$ cat config.mk
export PLATFORM = sky130hd
export DESIGN_NAME = mesh_router_xy
export DESIGN_NICKNAME = d
export VERILOG_FILES = /design/src/rtl/mesh_router_xy.sv
export SDC_FILE = /design/constraint.sdc
export NUM_CORES = 2
export LEC_CHECK = 0
export CAP_MARGIN = 25
export CORE_ASPECT_RATIO = 1.4
export CORE_MARGIN = 1
export CORE_UTILIZATION = 52
export CTS_CLUSTER_SIZE = 40
export DETAILED_ROUTE_END_ITERATION = 16
export HOLD_SLACK_MARGIN = 0.08
export PLACE_DENSITY_LB_ADDON = 0.05
export SLEW_MARGIN = 20
export SYNTH_ARGS = -nofsm -noshare
export SYNTH_HDL_FRONTEND = slang
export SYNTH_SLANG_ARGS = --single-unit
export TNS_END_PERCENT = 50
$ cat constraint.sdc
create_clock -name clk -period 4.95 [get_ports clk]
set_input_delay 0.99 -clock clk [delete_from_list [all_inputs] [get_ports clk]]
set_output_delay 0.99 -clock clk [all_outputs]
set_load 0.03 [all_outputs]
$ cat src/rtl/mesh_router_xy.sv
// mesh_router_xy: single-flit 5-port mesh router with per-input FIFOs,
// dimension-order (X first, then Y) routing, per-output round-robin arbiters
// and registered valid/ready output stages. Port index: 0=W 1=E 2=N 3=S 4=PE.
// Flits whose route points back out of their arrival link are discarded and
// counted in a saturating 16-bit drop counter.
module mesh_router_xy #(
    parameter int DATA_WIDTH = 64,
    parameter int FIFO_DEPTH = 4,
    parameter int COORD_W    = 4,
    parameter int MY_X       = 0,
    parameter int MY_Y       = 0
) (
    input  logic                    clk,
    input  logic                    reset,
    input  logic [4:0]              in_si,
    input  logic [5*DATA_WIDTH-1:0] in_di,
    output logic [4:0]              in_ri,
    output logic [4:0]              out_so,
    input  logic [4:0]              out_ro,
    output logic [5*DATA_WIDTH-1:0] out_do,
    output logic [15:0]             drop_count
);

    localparam int NP    = 5;
    localparam int PTR_W = $clog2(FIFO_DEPTH);
    localparam int CNT_W = PTR_W + 1;
    localparam logic [CNT_W-1:0]   FULL_CNT = CNT_W'(FIFO_DEPTH);
    localparam logic [COORD_W-1:0] MY_X_C   = COORD_W'(MY_X);
    localparam logic [COORD_W-1:0] MY_Y_C   = COORD_W'(MY_Y);

    // XY route: resolve X first, then Y, otherwise deliver locally
    function automatic logic [2:0] xy_route(input logic [COORD_W-1:0] dst_x,
                                            input logic [COORD_W-1:0] dst_y);
        if (dst_x > MY_X_C)      return 3'd1;
        else if (dst_x < MY_X_C) return 3'd0;
        else if (dst_y > MY_Y_C) return 3'd2;
        else if (dst_y < MY_Y_C) return 3'd3;
        else                     return 3'd4;
    endfunction

    logic [DATA_WIDTH-1:0] fifo_mem [NP][FIFO_DEPTH];
    logic [PTR_W-1:0]      rd_ptr   [NP];
    logic [PTR_W-1:0]      wr_ptr   [NP];
    logic [CNT_W-1:0]      count    [NP];
    logic [DATA_WIDTH-1:0] head_data [NP];
    logic [2:0]            head_route [NP];
    logic [NP-1:0]         head_vld;
    logic [NP-1:0]         uturn;
    logic [NP-1:0]         push;
    logic [NP-1:0]         pop;
    logic [NP-1:0]         req [NP];
    logic [NP-1:0]         out_free;
    logic [NP-1:0]         gnt_vld;
    logic [2:0]            gnt_idx [NP];
    logic [2:0]            rr_ptr  [NP];
    logic [DATA_WIDTH-1:0] do_q    [NP];
    logic [NP-1:0]         so_q;
    logic [15:0]           drop_q;
    logic [2:0]            n_drop;
    logic [16:0]           drop_sum;

    // Ready is decoded from occupancy alone, so a full FIFO refuses even when popping
    always_comb begin
        for (int p = 0; p < NP; p++) begin
            in_ri[p] = (count[p] != FULL_CNT);
        end
    end

    assign push = in_si & in_ri;

    // Head flit of each FIFO, its route, and whether it is an illegal U-turn
    always_comb begin
        for (int p = 0; p < NP; p++) begin
            head_vld[p]   = (count[p] != '0);
            head_data[p]  = fifo_mem[p][rd_ptr[p]];
            head_route[p] = xy_route(head_data[p][DATA_WIDTH-1 -: COORD_W],
                                     head_data[p][DATA_WIDTH-COORD_W-1 -: COORD_W]);
            uturn[p]      = head_vld[p] && (p != 4) && (head_route[p] == 3'(p));
        end
    end

    // Each non-dropped head requests exactly the output it routes to
    always_comb begin
        for (int o = 0; o < NP; o++) begin
            for (int p = 0; p < NP; p++) begin
                req[o][p] = head_vld[p] && !uturn[p] && (head_route[p] == 3'(o));
            end
        end
    end

    // Round-robin search starting at rr_ptr; grant only when the output register can take a flit
    always_comb begin
        int idx;
        idx = 0;
        for (int o = 0; o < NP; o++) begin
            out_free[o] = !so_q[o] || out_ro[o];
            gnt_vld[o]  = 1'b0;
            gnt_idx[o]  = 3'd0;
            for (int k = 0; k < NP; k++) begin
                idx = int'(rr_ptr[o]) + k;
                if (idx >= NP) idx = idx - NP;
                if (out_free[o] && !gnt_vld[o] && req[o][idx]) begin
                    gnt_vld[o] = 1'b1;
                    gnt_idx[o] = 3'(idx);
                end
            end
        end
    end

    // An input pops when dropped or when the single output it requested granted it
    always_comb begin
        pop = uturn;
        for (int o = 0; o < NP; o++) begin
            if (gnt_vld[o]) pop[gnt_idx[o]] = 1'b1;
        end
    end

    // FIFO storage writes; contents are don't-care once pointers are reset
    always_ff @(posedge clk) begin
        for (int p = 0; p < NP; p++) begin
            if (push[p]) fifo_mem[p][wr_ptr[p]] <= in_di[p*DATA_WIDTH +: DATA_WIDTH];
        end
    end

    // FIFO pointers and occupancy; pointers wrap naturally on power-of-two depth
    always_ff @(posedge clk) begin
        if (reset) begin
            for (int p = 0; p < NP; p++) begin
                rd_ptr[p] <= '0;
                wr_ptr[p] <= '0;
                count[p]  <= '0;
            end
        end else begin
            for (int p = 0; p < NP; p++) begin
                if (push[p]) wr_ptr[p] <= wr_ptr[p] + 1'b1;
                if (pop[p])  rd_ptr[p] <= rd_ptr[p] + 1'b1;
                if (push[p] && !pop[p])      count[p] <= count[p] + 1'b1;
                else if (!push[p] && pop[p]) count[p] <= count[p] - 1'b1;
            end
        end
    end

    // Output registers and arbiter pointers; an ungranted drained register goes invalid but keeps its data
    always_ff @(posedge clk) begin
        if (reset) begin
            for (int o = 0; o < NP; o++) begin
                do_q[o]   <= '0;
                rr_ptr[o] <= 3'd0;
            end
            so_q <= '0;
        end else begin
            for (int o = 0; o < NP; o++) begin
                if (gnt_vld[o]) begin
                    do_q[o]   <= head_data[gnt_idx[o]];
                    so_q[o]   <= 1'b1;
                    rr_ptr[o] <= (gnt_idx[o] == 3'd4) ? 3'd0 : gnt_idx[o] + 3'd1;
                end else if (out_ro[o]) begin
                    so_q[o] <= 1'b0;
                end
            end
        end
    end

    // Several links can drop in the same cycle, so add the number of drops
    always_comb begin
        n_drop = 3'd0;
        for (int p = 0; p < NP; p++) begin
            n_drop = n_drop + {2'b00, uturn[p]};
        end
        drop_sum = {1'b0, drop_q} + {14'd0, n_drop};
    end

    // Saturating drop counter
    always_ff @(posedge clk) begin
        if (reset)            drop_q <= '0;
        else if (drop_sum[16]) drop_q <= 16'hFFFF;
        else                  drop_q <= drop_sum[15:0];
    end

    assign out_so     = so_q;
    assign drop_count = drop_q;

    for (genvar g = 0; g < NP; g++) begin : g_out
        assign out_do[g*DATA_WIDTH +: DATA_WIDTH] = do_q[g];
    end

endmodule

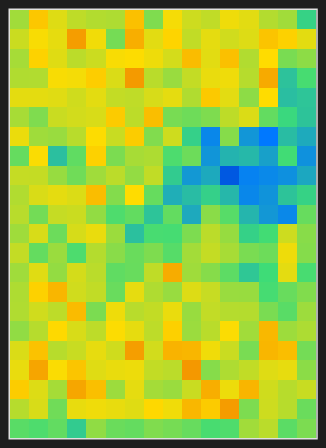
Figure 1: placement density heat map.
16 x 22 tiles, from dark blue (low) to red (high), 0 to 100% covered.
The mean over all tiles is 63%. The fullest tile reaches 83%. 13% of the tiles are over 75% full.

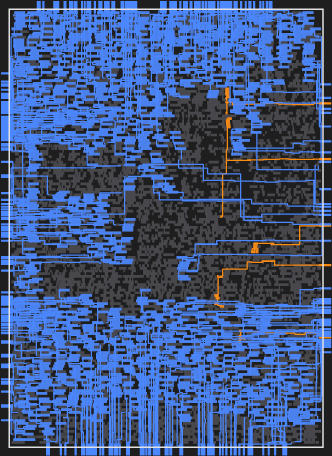
Figure 2: I/O nets highlighted.
Scale: 1 px per µm.
Orange marks in_si, bits 5, direction input, end cells 25, buffers 5, wire 726 µm. Blue marks in_di, bits 320, direction input, end cells 1280, buffers 320, wire 30.2 mm.

==> impl_metrics.toml <==
# physical design summary
[run_status]
outcome = "finished with violations"
violations = "setup timing"

[worst_setup_path]
timing.rr.start = "rd_ptr[0][4]"
critPathArrivalTime_ns = 5.57
critical-path-slowest-cell = "mux4_2"
cpPeakStageDelay_ns = 0.61
reg2reg_setup_slack_ns = -0.06
ff2ff_path_depth = 19
timing.critical_path.required_ns = 5.52
setup.worst_path.end_class = "flop"
worst_r2r_endpoint = "count[0][2]"
worstPathCellList = "buf_12, mux4_2, buf_6, o41a_1, o31a_1, a311o_1, and4_4, a22o_4, a211oi_4, buf_4, nor3_4, nor3_2, buf_4, a211oi_4, or2_4, fa_2, xor2_2, xnor2_1, nor2_1"
worstSetupPathDepth = 19
timing.critical_path.buf_inv = 4
crit_path_start = "rd_ptr[0][4]"

[place]
numPortBuffers = 677
place.detailed.hpwl_um = 172000
dpl_cell_area_um2 = 82400

[global_routing]
grt_start_max_net_pins = 135
overflow = 0
first_global_vias = 44032
antenna_found_initial = 46
grt_pass1_wl_um = 327000

[final_layout]
final_common_cell = "edfxtp_1"
post_route_cells_drive_above_1_share_pct = 22.5
finish.net_count = 5559
areaGrowthSynthToFinish_pct = 25.9
dominant_logic_cell_types_in_the_final_layout = "1644 x edfxtp_1, 676 x clkdlybuf4s50_1, 410 x buf_4"
final_area_um2 = 88300
final_util_pct = 65.9

[timing]
finClkSkew_ns = 0.0368
timing.final.crit_share_pct = 101
fin_tns_setup_ns = -0.0844
finalMaxSlewViolations = 0
fin_ws_ns = -0.0555
achievable-frequency_mhz = 200
fin_crit_ns = 5.01
finalSetupViolations = 4
rsz0062_at_grt = "true"
worst_slack_on_hold_paths_ns = 0.474
timing_hold_violations_final = 0
worstMarginPinSlew_ns = 1.04
slew-limit-headroom_pct = 29.6

[detailed_routing]
firstDrtPassIters = 8
drt_iter0_drc = 4970
vias_per_cell = 6.24
route.detailed.wl_per_inst_um = 33.6
postRouteAntennaNets = 0
route.vias.total = 44132
route.detailed.drc = 0

[cts]
cts.htree.levels = 4
cts_max_path_buffers = 3
number_of_buffers_added_by_the_clock_tree_synthesis_step = 157
ctsHoldBuffers = 0
cts_resized = 41
clock_tree_from_tritoncts = "done"
numClockSinks = 1665
clk_transition_reported_paths_ns = 0.06
post_cts_buffers = 10

[die]
placementRows = 159
die_wd_um = 312
floorplan.core_area_um2 = 134000
die_height_um = 436
chip_area_um2 = 136000
fp_util_pct = 52.4

[synthesis]
yosysChipArea_um2 = 70100
syn-cell-area_um2 = 70100
synth-edff-count = 1644
ys_top_cells_by_area = "edfxtp_1 70%, mux4_2 10%, a211oi_1 1.5%"
synthesis.yosys.warnings = 0
post_synth_most_frequent_cells = "1644 x edfxtp_1, 316 x mux4_2, 232 x nand2_1, 231 x clkbuf_1, 186 x a21oi_1"
ys_seq_share_pct = 71.0
flop_cell = "edfxtp_1"
synth.yosys.num_cells = 4098
mean_syn_cell_area_um2 = 17.1
top_area_share_pct = 70.4
synthDominantAreaCellType = "edfxtp_1"
synthDistinctLibCells = 106
ys_seq_elements = 1665
synthArstFlopShare_pct = 0

[worst_hold_path]
whs_path_depth = 1
hold_class = "flop to flop"
hold_end = "out_so[0]"
min_from = "out_so[0]"

[job]
max_cap_violations = 0
stage_log_warnings = 80
## logic make-up (layout without fill, tap and decap cells)
group	Yosys count	count (layout)	synth area share, %
AND-OR/OR-AND	733	733	7.76
adder cells (fa/ha/maj)	74	74	1.40
AND/OR/NAND/NOR	929	929	7.15
XOR/XNOR	46	46	0.575
multiplexers	326	326	10.3
other	1	22	0.00535
flip-flops	1665	1665	71.0
buffers and inverters	324	1506	1.79
## sequential cells by signal (all words and copies together), names as in the netlist
| signal | count |
|---|---|
| rr_ptr | 9 |
| out_so | 5 |
| count | 15 |
| do_q | 320 |
| rd_ptr | 10 |
| fifo_mem | 1280 |
| wr_ptr | 10 |
| drop_count | 16 |
## layer usage
metal	wire [µm]	part of all wire, %	vias up	global-route usage [%]
met2	120000	51	2241	59.0
li1	-	-	18848	-
met4	19600	8.2	44	24.1
met1	78100	33	22421	38.8
met3	19600	8.2	578	6.97
met5	298	0.13	-	0
## final cells by class
cell class              count  area [µm²]
clock inverters            97         933
fillers                  9438       45600
repair buffers           1167       11400
inverters                  52         199
diodes                     20        50.0
flip-flops and latches   1665       49800
multi-input cells        2110       19600
well taps                1771        2220
clock buffers             190        4050
## stage by stage
step / cells / worst slack [ns]
floorplan: 4099 / 0.00265
finish: 7072 / -0.0555
detailed placement: 6733 / -0.357
global route: 7058 / -0.184
global placement: 6731 / -0.422
CTS: 7030 / -0.0224
